--- src/rtl/seven_segment_scan_controller_pkg.sv ---
// Shared constants for the seven-segment scan controller: segment glyphs
// (a..g, active-low), the drive polarity and the ghost-blank dead time.
// Ghost blanking is enabled by defining SEVEN_SEGMENT_GHOST_BLANK_EN.
package seven_segment_scan_controller_pkg;

  // Segments and anodes are both driven low to light.
  localparam logic SEG_ON = 1'b0;

  localparam logic [6:0] SEG_0     = 7'b0000001;
  localparam logic [6:0] SEG_1     = 7'b1001111;
  localparam logic [6:0] SEG_2     = 7'b0010010;
  localparam logic [6:0] SEG_3     = 7'b0000110;
  localparam logic [6:0] SEG_4     = 7'b1001100;
  localparam logic [6:0] SEG_5     = 7'b0100100;
  localparam logic [6:0] SEG_6     = 7'b0100000;
  localparam logic [6:0] SEG_7     = 7'b0001111;
  localparam logic [6:0] SEG_8     = 7'b0000000;
  localparam logic [6:0] SEG_9     = 7'b0000100;
  localparam logic [6:0] SEG_A     = 7'b0001000;
  localparam logic [6:0] SEG_B     = 7'b1100000;
  localparam logic [6:0] SEG_C     = 7'b0110001;
  localparam logic [6:0] SEG_D     = 7'b1000010;
  localparam logic [6:0] SEG_E     = 7'b0110000;
  localparam logic [6:0] SEG_F     = 7'b0111000;
  localparam logic [6:0] SEG_BLANK = 7'b1111111;

  // Whole segment bus dark, dp included.
  localparam logic [7:0] LED_OFF = {SEG_BLANK, ~SEG_ON};

  // Cycles at the start of each slot with all digits off (ghost-blank build).
  localparam int DEAD_CYCLES = 2;

  // Glyph for a nibble; hex letters are always returned, gating is the caller's job.
  function automatic logic [6:0] seg_lookup(input logic [3:0] value);
    logic [6:0] seg;
    case (value)
      4'h0: seg = SEG_0;
      4'h1: seg = SEG_1;
      4'h2: seg = SEG_2;
      4'h3: seg = SEG_3;
      4'h4: seg = SEG_4;
      4'h5: seg = SEG_5;
      4'h6: seg = SEG_6;
      4'h7: seg = SEG_7;
      4'h8: seg = SEG_8;
      4'h9: seg = SEG_9;
      4'hA: seg = SEG_A;
      4'hB: seg = SEG_B;
      4'hC: seg = SEG_C;
      4'hD: seg = SEG_D;
      4'hE: seg = SEG_E;
      default: seg = SEG_F;
    endcase
    return seg;
  endfunction

endpackage

--- src/rtl/seven_segment_scan_controller_glyph_decoder.sv ---
// Combinational glyph decoder: one nibble plus dp/blank/hex_mode to the
// active-low {a,b,c,d,e,f,g,dp} bus.
module seven_segment_glyph_decoder
  import seven_segment_scan_controller_pkg::*;
(
  input  logic [3:0] nibble,
  input  logic       hex_mode,
  input  logic       blank,
  input  logic       dp,
  output logic [7:0] led
);

  // Dark when blanked or when a hex value arrives outside hex mode.
  always_comb begin
    // NOTE: default assigned first so every path drives led and no latch is inferred.
    led = LED_OFF;
    if (!blank && (hex_mode || nibble < 4'd10)) begin
      led = {seg_lookup(nibble), dp ? SEG_ON : ~SEG_ON};
    end
  end

endmodule

--- src/rtl/seven_segment_scan_controller.sv ---
// N-digit time-multiplexed seven-segment driver (common anode, active-low).
// Shadow registers take load; each slot's pattern is fixed at the slot start.
// Optional: SEVEN_SEGMENT_GHOST_BLANK_EN adds DEAD_CYCLES of all-off per slot.
module seven_segment_scan_controller
  import seven_segment_scan_controller_pkg::*;
#(
  parameter int N_DIGITS     = 4,
  parameter int DIGIT_PERIOD = 50000,
  parameter int CNT_W        = 16
) (
  input  logic                  clk,
  input  logic                  reset,
  input  logic                  load,
  input  logic [4*N_DIGITS-1:0] digits_in,
  input  logic [N_DIGITS-1:0]   dp_in,
  input  logic [N_DIGITS-1:0]   blank_in,
  input  logic                  hex_mode,
  input  logic                  lz_suppress,
  output logic [N_DIGITS-1:0]   anode,
  output logic [7:0]            led,
  output logic                  slot_tick
);

  localparam int IDX_W = (N_DIGITS > 1) ? $clog2(N_DIGITS) : 1;

  logic [CNT_W-1:0]      cnt;
  logic [IDX_W-1:0]      idx;
  logic [4*N_DIGITS-1:0] shadow_digits;
  logic [N_DIGITS-1:0]   shadow_dp;
  logic [N_DIGITS-1:0]   shadow_blank;
  logic                  armed;
  logic [N_DIGITS-1:0]   lead_zero;
  logic [3:0]            cur_nibble;
  logic [7:0]            glyph_led;
  logic [N_DIGITS-1:0]   disp_anode;
  logic [7:0]            disp_led;

  // Refresh counter and scan index; slot_tick marks the cycle the index moved.
  always_ff @(posedge clk) begin
    // NOTE: sequential state uses non-blocking assignments so all flops update together.
    if (reset) begin
      cnt       <= '0;
      idx       <= '0;
      slot_tick <= 1'b0;
    end else if (cnt == CNT_W'(DIGIT_PERIOD - 1)) begin
      cnt       <= '0;
      idx       <= (idx == IDX_W'(N_DIGITS - 1)) ? '0 : idx + 1'b1;
      slot_tick <= 1'b1;
    end else begin
      cnt       <= cnt + 1'b1;
      slot_tick <= 1'b0;
    end
  end

  // Shadow capture; armed keeps all anodes off until the first load.
  always_ff @(posedge clk) begin
    if (reset) begin
      shadow_digits <= '0;
      shadow_dp     <= '0;
      shadow_blank  <= '1;
      armed         <= 1'b0;
    end else if (load) begin
      shadow_digits <= digits_in;
      shadow_dp     <= dp_in;
      shadow_blank  <= blank_in;
      armed         <= 1'b1;
    end
  end

  // Leading zeros: a digit and everything above it are zero with no dp lit; digit 0 always shows.
  always_comb begin
    logic run;
    run       = 1'b1;
    lead_zero = '0;
    for (int i = N_DIGITS - 1; i >= 0; i--) begin
      run          = run & (shadow_digits[4*i +: 4] == 4'h0) & ~shadow_dp[i];
      lead_zero[i] = run & lz_suppress & (i != 0);
    end
  end

  assign cur_nibble = shadow_digits[4*int'(idx) +: 4];

  seven_segment_glyph_decoder u_decoder (
    .nibble   (cur_nibble),
    .hex_mode (hex_mode),
    .blank    (shadow_blank[idx] | lead_zero[idx]),
    .dp       (shadow_dp[idx]),
    .led      (glyph_led)
  );

  // Slot pattern is taken once, the cycle after the index advances, so loads never tear a slot.
  always_ff @(posedge clk) begin
    if (reset) begin
      disp_anode <= '1;
      disp_led   <= LED_OFF;
    end else if (slot_tick && armed) begin
      disp_anode <= ~(N_DIGITS'(1) << idx);
      disp_led   <= glyph_led;
    end
  end

`ifdef SEVEN_SEGMENT_GHOST_BLANK_EN
  // Dead time at the start of each slot hides the previous digit's charge.
  always_comb begin
    anode = disp_anode;
    led   = disp_led;
    if (cnt < CNT_W'(DEAD_CYCLES)) begin
      anode = '1;
      led   = LED_OFF;
    end
  end
`else
  assign anode = disp_anode;
  assign led   = disp_led;
`endif

endmodule
--- config.mk ---
export PLATFORM = sky130hd
export DESIGN_NAME = seven_segment_scan_controller
export DESIGN_NICKNAME = d
export VERILOG_FILES = /design/src/rtl/seven_segment_scan_controller_pkg.sv /design/src/rtl/seven_segment_scan_controller_glyph_decoder.sv /design/src/rtl/seven_segment_scan_controller.sv
export SDC_FILE = /design/constraint.sdc
export NUM_CORES = 1
export LEC_CHECK = 0
export CORE_MARGIN = 4
export CORE_UTILIZATION = 29
export CTS_BUF_LIST = sky130_fd_sc_hd__clkbuf_16
export DETAILED_ROUTE_END_ITERATION = 7
export PLACE_DENSITY = 0.55
export SYNTH_ARGS = -nofsm -noshare
export SYNTH_HDL_FRONTEND = slang
export SYNTH_SLANG_ARGS = --single-unit
--- constraint.sdc ---
create_clock -name clk -period 3 [get_ports clk]
set_input_delay 0.3 -clock clk [delete_from_list [all_inputs] [get_ports clk]]
set_output_delay 0.3 -clock clk [all_outputs]
set_load 0.02 [all_outputs]
run_1/placed.png
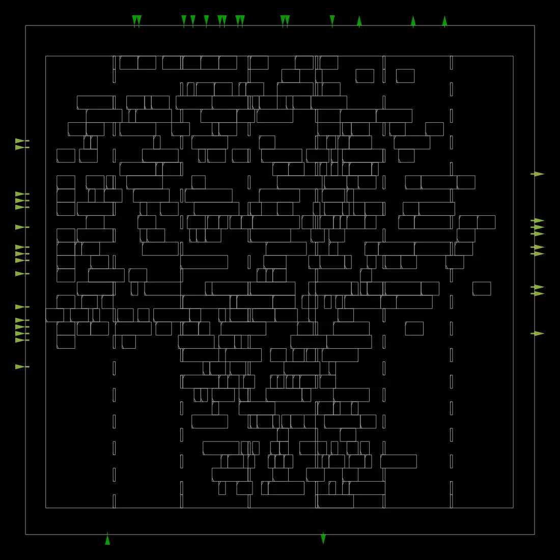
final core utilization: 37.6%
count of inserted tapcells: 108
number of cell rows: 34

run_1/ff_map.png
Scale: 6 px per micron.
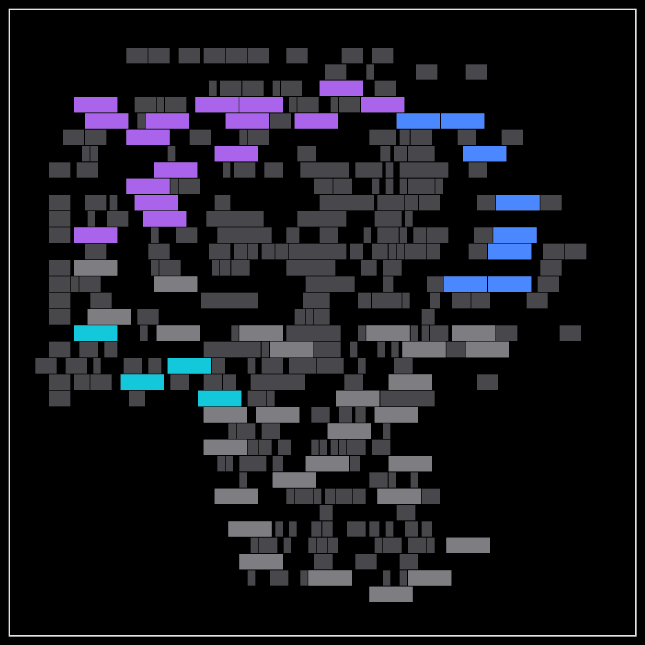
shadow_digits -> purple  # flops 16
shadow_blank -> cyan  # flops 4, where west
led -> blue  # flops 8
not colored = 28

run_1/m3.png
Scale: 4 px per micron.
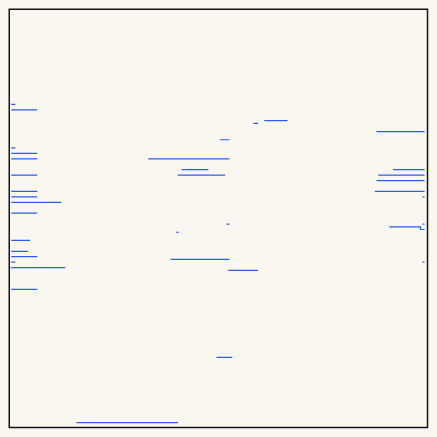
longest straight run = 25.1 microns
nets with wire on the layer = 32

==> flow_summary.json, run 1 <==
{
  "result_of_the_run": "finished, final reports clean",
  "placed_cells": 406,
  "mostFrequentLayoutCells": "dfxtp_1, nor2_1, clkdlybuf4s50_1, mux2i_1",
  "drt_iter0_drc": 98,
  "synthCells": 266,
  "core-area_sq_mm": 0.00885,
  "placed_cell_area_sq_mm": 0.00318,
  "post_cts_resized": 0,
  "finalInstanceArea_sq_mm": 0.00332,
  "final.signal_buffer_count": 44,
  "non_clock_inverter_count": 10,
  "layout.cells.most_common": "dfxtp_1",
  "numClockSinks": 56,
  "yosys_most_used_dff": "dfxtp_1",
  "timing.clock.skew_ns": 0.00444,
  "finalNonFillerCells": 414,
  "maxSlewHeadroom_pct": 64.2,
  "cts_setup_buffers": 0,
  "area_delta_synth_final_pct": 23.9,
  "crit_cells": 5,
  "grtUsageMet2_pct": 15.1,
  "grt_pass1_vias": 1852,
  "pg_comb_uw": 158,
  "total_negative_setup_slacks_ns": 0,
  "worst_ep_arrival_time_ns": 2.67,
  "synth-adder-area-share_pct": 5.13,
  "transition_time_at_the_pin_with_the_least_slew_margin_ns": 0.537,
  "chip_area_sq_mm": 0.0109,
  "met3_usage_in_global_routing_pct": 2.17,
  "power_top_consumer": "sequential cells",
  "wl_per_cell_microns": 13.5,
  "holdPathStages": 1,
  "synth.net_count": 306,
  "timing.critical_path.buf_inv": 0,
  "post_synth_arst_share_pct": 0,
  "via_per_inst": 4.78,
  "sw_frac_of_total_pct": 23.9,
  "wl_met3_microns": 253,
  "min_period_over_period_pct": 82.7,
  "grt_pass1_wl_mm": 9.26,
  "setup_ws_ns": 0.519,
  "reg_power_share_pct": 51.2,
  "route.antenna.remaining_nets": 0,
  "layout.clock_buffers": 5
}
run_1/layers.png
Scale: 4 px per micron. Two of the layers only.
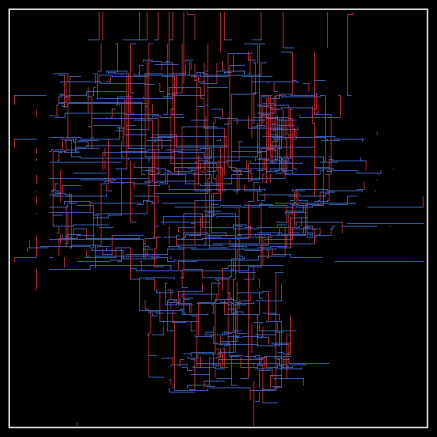

==> run 2, diff against run 1 <==
--- a/config.mk
+++ b/config.mk
@@ -9,7 +9,7 @@
 export CORE_UTILIZATION = 29
 export CTS_BUF_LIST = sky130_fd_sc_hd__clkbuf_16
 export DETAILED_ROUTE_END_ITERATION = 7
-export PLACE_DENSITY = 0.55
+export PLACE_DENSITY = 0.57
 export SYNTH_ARGS = -nofsm -noshare
 export SYNTH_HDL_FRONTEND = slang
 export SYNTH_SLANG_ARGS = --single-unit
==> constraint.sdc (replaced) <==
create_clock -name clk -period 2.25 [get_ports clk]
set_input_delay 0.225 -clock clk [delete_from_list [all_inputs] [get_ports clk]]
set_output_delay 0.225 -clock clk [all_outputs]
set_load 0.02 [all_outputs]
run_2/layers.png
Scale: 4 px per micron. Two of the layers only.
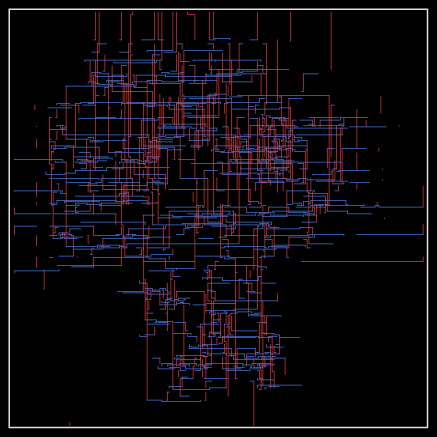
M1 -> blue  # wire length 2870 microns
M2 -> red  # wire length 2420 microns

==> run 2 against run 1 <==
Against the previous run: design area grew 2.0%; clock skew is essentially flat; sequential cell count is the same; clock power grew 33%; largest cell class unchanged; highest routed layer unchanged.
==> flow_summary.json, run 2 <==
{
  "maxSlewHeadroom_pct": 71.5,
  "finalNonFillerCells": 422,
  "pg_comb_uw": 221,
  "worst_ep_arrival_time_ns": 2.32,
  "timing.clock.skew_ns": 0.00454,
  "cts_setup_buffers": 0,
  "holdPathStages": 1,
  "non_clock_inverter_count": 10,
  "via_per_inst": 4.80,
  "result_of_the_run": "finished, final reports clean",
  "mostFrequentLayoutCells": "dfxtp_1, nor2_1, clkdlybuf4s50_1, mux2i_1",
  "post_synth_arst_share_pct": 0,
  "synth.net_count": 306,
  "synthCells": 266,
  "finalInstanceArea_sq_mm": 0.00339,
  "crit_cells": 5,
  "reg_power_share_pct": 50.9,
  "reg2reg_to": "led[3]",
  "core-area_sq_mm": 0.00885,
  "wl_per_cell_microns": 13.4,
  "numClockSinks": 56,
  "chip_area_sq_mm": 0.0109,
  "grtUsageMet2_pct": 15.4,
  "layout.cells.most_common": "dfxtp_1",
  "sw_frac_of_total_pct": 23.7,
  "final.signal_buffer_count": 52,
  "power_top_consumer": "sequential cells",
  "min_period_over_period_pct": 94.9,
  "total_negative_setup_slacks_ns": 0,
  "synth-adder-area-share_pct": 5.13,
  "met3_usage_in_global_routing_pct": 2.48,
  "transition_time_at_the_pin_with_the_least_slew_margin_ns": 0.427,
  "placed_cell_area_sq_mm": 0.00322,
  "yosys_most_used_dff": "dfxtp_1",
  "area_delta_synth_final_pct": 26.4,
  "post_cts_resized": 0,
  "floorplan.rows": 34,
  "route.antenna.remaining_nets": 0,
  "placed_cells": 412,
  "layout.clock_buffers": 5
}
Power is estimated from default activity; no workload was simulated.
